### config.mk
export PLATFORM = sky130hd
export DESIGN_NAME = exc_code_pipe
export DESIGN_NICKNAME = d
export VERILOG_FILES = /design/src/rtl/exc_code_pipe.sv
export SDC_FILE = /design/constraint.sdc
export NUM_CORES = 1
export LEC_CHECK = 0
export CAP_MARGIN = 20
export CORE_MARGIN = 1.5
export CORE_UTILIZATION = 49
export CTS_CLUSTER_DIAMETER = 100
export DETAILED_ROUTE_END_ITERATION = 16
export GPL_TIMING_DRIVEN = 0
export PLACE_DENSITY = 0.81
export SYNTH_ARGS = -nofsm -noshare
export SYNTH_HDL_FRONTEND = slang
export SYNTH_SLANG_ARGS = --single-unit
### constraint.sdc
create_clock -name clk -period 2.02 [get_ports clk]
set_input_delay 0.505 -clock clk [delete_from_list [all_inputs] [get_ports clk]]
set_output_delay 0.505 -clock clk [all_outputs]
set_load 0.05 [all_outputs]
### src/rtl/exc_code_pipe.sv
// Exception-code carrier from D-stage exit through STAGES stages, with EPC/cause/BD latching until eret.
// Optional feature macro: EXC_PIPE_INT_EN (external interrupt taken at the last stage while IDLE).
module exc_code_pipe #(
    parameter int unsigned           STAGES = 3,
    parameter int unsigned           CODE_W = 5,
    parameter int unsigned           PC_W   = 32,
    parameter logic [CODE_W-1:0]     NO_EXC = CODE_W'(31)
) (
    input  logic                     clk,
    input  logic                     reset,
    input  logic                     stall,
    input  logic                     flush,
    input  logic                     in_valid,
    input  logic [CODE_W-1:0]        in_code,
    input  logic [PC_W-1:0]          in_pc,
    input  logic                     in_bd,
    input  logic [STAGES*CODE_W-1:0] stage_code,
    input  logic                     eret,
    input  logic                     int_req,
    output logic                     exc_req,
    output logic [CODE_W-1:0]        exc_code,
    output logic [PC_W-1:0]          epc,
    output logic                     exc_bd,
    output logic                     exl
);

    localparam int unsigned LAST = STAGES - 1;

    typedef enum logic {IDLE, TAKEN} state_t;

    state_t             state_q, state_d;
    logic               valid_q [STAGES];
    logic [CODE_W-1:0]  code_q  [STAGES];
    logic [PC_W-1:0]    pc_q    [STAGES];
    logic               bd_q    [STAGES];
    logic [CODE_W-1:0]  merged  [STAGES];
    logic [CODE_W-1:0]  take_code;
    logic               flush_all;

    // A code already carried from an earlier stage has priority over the local one.
    always_comb begin
        for (int unsigned k = 0; k < STAGES; k++) begin
            merged[k] = NO_EXC;
            if (valid_q[k])
                merged[k] = (code_q[k] != NO_EXC) ? code_q[k] : stage_code[k*CODE_W +: CODE_W];
        end
    end

    always_comb begin
        exc_req   = valid_q[LAST] && (merged[LAST] != NO_EXC) && !stall;
        take_code = merged[LAST];
`ifdef EXC_PIPE_INT_EN
        if ((state_q == IDLE) && int_req && valid_q[LAST] && !stall) begin
            exc_req   = 1'b1;
            take_code = '0;
        end
`endif
    end

`ifndef EXC_PIPE_INT_EN
    logic unused_int_req;
    assign unused_int_req = int_req;
`endif

    assign flush_all = flush || exc_req;

    always_ff @(posedge clk or negedge reset) begin
        if (!reset) begin
            for (int unsigned k = 0; k < STAGES; k++) begin
                valid_q[k] <= 1'b0;
                code_q[k]  <= NO_EXC;
                pc_q[k]    <= '0;
                bd_q[k]    <= 1'b0;
            end
        end else if (flush_all) begin
            for (int unsigned k = 0; k < STAGES; k++) begin
                valid_q[k] <= 1'b0;
                code_q[k]  <= NO_EXC;
            end
        end else if (!stall) begin
            valid_q[0] <= in_valid;
            code_q[0]  <= in_code;
            pc_q[0]    <= in_pc;
            bd_q[0]    <= in_bd;
            for (int unsigned k = 1; k < STAGES; k++) begin
                valid_q[k] <= valid_q[k-1];
                code_q[k]  <= merged[k-1];
                pc_q[k]    <= pc_q[k-1];
                bd_q[k]    <= bd_q[k-1];
            end
        end
    end

    always_comb begin
        state_d = state_q;
        if (exc_req)
            state_d = TAKEN;
        else if ((state_q == TAKEN) && eret && valid_q[LAST] && !stall)
            state_d = IDLE;
    end

    always_ff @(posedge clk or negedge reset) begin
        if (!reset) begin
            state_q  <= IDLE;
            exc_code <= NO_EXC;
            epc      <= '0;
            exc_bd   <= 1'b0;
        end else begin
            state_q <= state_d;
            if (exc_req) begin
                exc_code <= take_code;
                // EPC and BD are frozen once EXL is set; only the cause tracks nested exceptions.
                if (state_q == IDLE) begin
                    epc    <= bd_q[LAST] ? (pc_q[LAST] - PC_W'(4)) : pc_q[LAST];
                    exc_bd <= bd_q[LAST];
                end
            end
        end
    end

    assign exl = (state_q == TAKEN);

endmodule

**A small window of the routed layout**

Region (17, 77) to (42, 102) µm. Cells in grey, sequential cells in the stronger grey; small squares are vias.
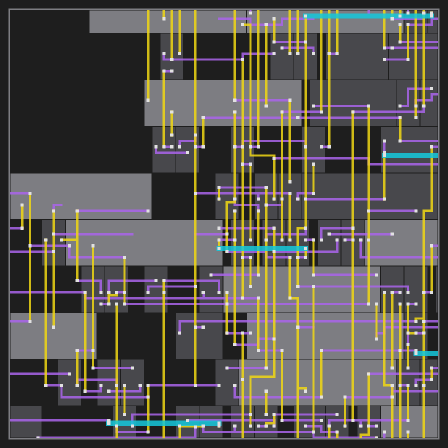
| colour | layer |
|---|---|
| cyan | metal 3 |
| purple | metal 1 |
| yellow | metal 2 |
cells with their middle in the window: 52
most frequent: nand2_1 (38), dfrtp_1 (7)
sequential cells in the window: 7
netlist names of flops here include: `pc_q` (5), `bd_q` (2)

**Cell classes on the final placement**

Scale: 3 px per µm.
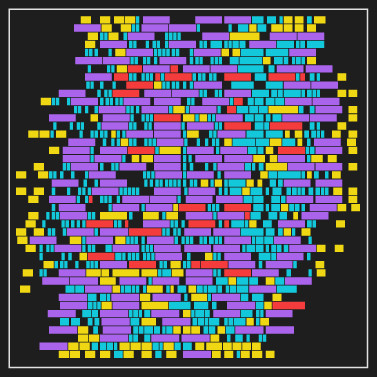
| colour | class | cells | share of their area |
|---|---|---|---|
| red | clock drivers and dummy loads | 32 | 6.8% |
| purple | flops | 156 | 44% |
| cyan | combinational and other logic | 513 | 31% |
| yellow | other buffers and delay cells | 164 | 18% |
standard cell core area: 13200 µm²
count of standard-cell rows: 42
final core area utilization: 68.9%
final instance area: 9090 µm²

**Routing congestion**

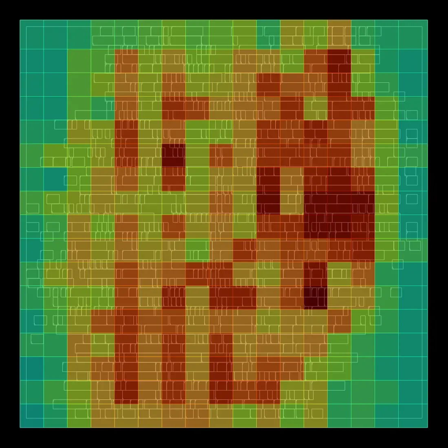
met3 Track Usage GR: 5.12%
GRT Util Overall: 23.3%
gr busiest metal: met2
grt met1 use: 30.8%

**Sizing map**

Scale: 3 px per µm.
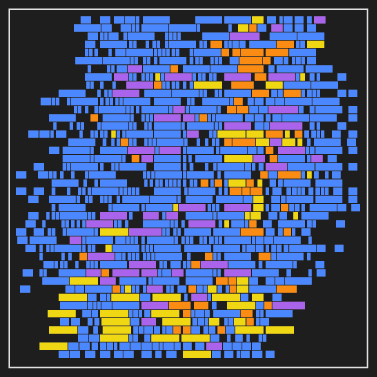
| colour | size | cells | share |
|---|---|---|---|
| purple | _6 and larger | 49 | 5.7% |
| yellow | _2 cells | 54 | 6.2% |
| blue | _0 and _1 cells | 701 | 81% |
| orange | _3 and _4 cells | 61 | 7.1% |

**M1 wires**

Scale: 4 px per µm.
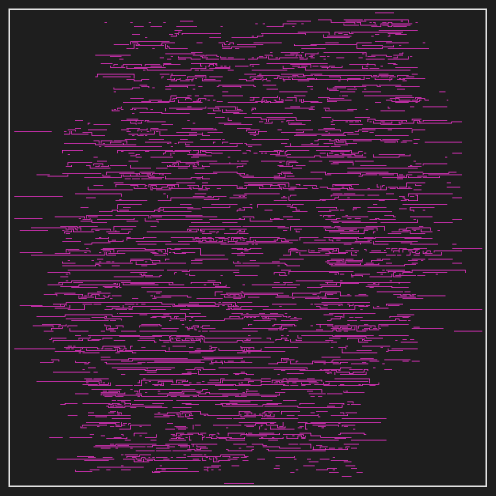
longest straight run: 26.2 µm
wire length on this layer: 7360 µm
total via count after detailed routing: 5646
Total Routed Length: 18.0 mm

[area by class of cell]
class	instances	area share [%]
clock inverter	11	1.58
tap	176	2.42
inverter	5	0.234
multi-input combinational	508	29.7
sequential	156	43.3
clock buffer	21	5.06
timing repair buffer	133	14.5
buffer	31	3.28
[where the power goes]
part           internal [µW]  switching, µW
Combinational            864           1330
Clock                   2010           1240
Sequential              3610            419
Total                   6480           2990
[critical path, delay by kind of cell (launching register included)]
kind	cells	cell delay, ns
XOR/XNOR	1	0.13
buffers and inverters	1	0.18
flip-flops	1	0.38
multiplexers	1	0.27
AND/OR/NAND/NOR	3	1.31
[registers in the layout, indices dropped and copies added (netlist names)]
register and cells:
pc_q 96, exl 1, code_q 15, exc_code 5, valid_q 3, epc 32
exc_bd 1, bd_q 3
[cells in the final DEF (no fill, tap or decap), types with 5 or more instances in the layout]
| cell | instances |
|---|---|
| sky130_fd_sc_hd__nand2_1 | 333 |
| sky130_fd_sc_hd__dfrtp_1 | 132 |
| sky130_fd_sc_hd__clkdlybuf4s50_1 | 52 |
| sky130_fd_sc_hd__dlygate4sd2_1 | 44 |
| sky130_fd_sc_hd__buf_4 | 29 |
| sky130_fd_sc_hd__o21ai_0 | 25 |
| sky130_fd_sc_hd__clkbuf_16 | 20 |
| sky130_fd_sc_hd__dfstp_2 | 20 |
| sky130_fd_sc_hd__nor2_1 | 15 |
| sky130_fd_sc_hd__xnor2_1 | 15 |
| sky130_fd_sc_hd__o21ai_1 | 14 |
| sky130_fd_sc_hd__buf_6 | 12 |
| sky130_fd_sc_hd__xor2_1 | 9 |
| sky130_fd_sc_hd__a31oi_1 | 9 |
| sky130_fd_sc_hd__nor4_4 | 7 |
| sky130_fd_sc_hd__buf_8 | 6 |
| sky130_fd_sc_hd__clkbuf_2 | 6 |
| sky130_fd_sc_hd__mux2_2 | 5 |
| sky130_fd_sc_hd__o22a_1 | 5 |
[per-stage QoR]
step	total power, µW	hold slack (ns)	utilization [%]
after floorplan	5130	0.209	-
after global placement	5750	0.442	59.2
final	9470	0.153	68.9
after global routing	9800	0.242	68.9
after CTS	9150	0.207	66.3
after detailed placement	5810	0.452	59.4
[cells by family after synthesis]
kind of cell,after synthesis
simple gates,406
flops,156
compound gates,68
buf+inv,39
xor+xnor,28
mux,5
fa+ha+maj,1
[path summary, 6_finish.rpt]
kind                             startpoint     endpoint  slack [ns]
min in group clk                exc_code[2]  exc_code[2]        0.46
worst max register to register     pc_q[12]      epc[25]       -0.37
worst max-delay path               pc_q[12]      epc[25]       -0.37
max in group asynchronous             reset      bd_q[0]        1.06
worst min register to register  exc_code[2]  exc_code[2]        0.46
worst min-delay path                  reset      epc[26]        0.15
[metal layers]
metal / wire length, µm / share of wire (%)
met5: 0 / 0
met3: 1020 / 5.6
met1: 7360 / 41
met4: 578 / 3.2
met2: 9070 / 50
[what timing repair did]
item                                    4_1_cts  5_1_grt
resized                                     106       72
hold buffers                                  0        0
setup buffers                                18       13
cloned                                        1        3
endpoints found under the setup margin      190      135
pin swaps                                    18       21
==> notes.md <==
Entry: Yosys synthesis followed by OpenROAD place and route.

Outcome:
- The flow ran to the end, but the final reports show violations.
- The checks that failed: setup timing.

Job:
- Summing over the stages, the warning tally comes to 30.
- The run reported a max-capacitance violation count of 0.

Critical path:
- The run gives the type of the worst setup path as register to register.
- Listed in order, past its start point the critical path passes or4_4 > or4_4 > buf_4 > nor3_2 > xor2_1 > mux2_2.
- The run puts the worst stage delay on the critical path at 0.55 ns.
- The worst register-to-register path depth is 6.
- The run puts the endpoint arrival time on the critical path at roughly 2.7 ns.

Synthesis:
- By count the netlist is led by sky130_fd_sc_hd__nand2_1, sky130_fd_sc_hd__dfrtp_1, sky130_fd_sc_hd__o21ai_0, sky130_fd_sc_hd__clkbuf_1, sky130_fd_sc_hd__dfstp_2.
- The run puts the number of synthesized register bits at about 160.
- By instance count, the leading cell after synthesis is sky130_fd_sc_hd__nand2_1.
- Dividing the synthesized area by the synthesized cell count gives about 9.4 µm².
- The run gives the count of distinct cell types in the synthesized netlist as 43.
- For reference, simple AND, OR, NAND and NOR cells occupy 26.8% of the area reported after synthesis.
- After Yosys synthesis, XOR and XNOR cells account for under 10% of the synthesized area.
- The run gives the share of the yosys chip area belonging to registers as around three fifths.

Final timing:
- The run gives the setup violation total in the final timing report as between 100 and 150.
- Setup repair after global routing could not meet its margin everywhere.
- The run puts the maximum frequency from static timing analysis at 419 MHz.
- The run puts the smallest setup slack after layout at -0.366 ns.

Clocking:
- TritonCTS built the clock tree.
- The run gives the TritonCTS sink count as between 150 and 200.
- The timing report gives the clock slew at the launch and capture registers of the worst setup and hold paths as 0.06 ns.
- The run gives the root cell of the clock tree as sky130_fd_sc_hd__clkbuf_16.

Cells and area:
- The run puts the logic area at about 2700 µm².

Detailed routing:
- The run puts the number of vias per cell at around 5.4.
Power figures rest on the tool's default switching activity, not on a simulated workload.
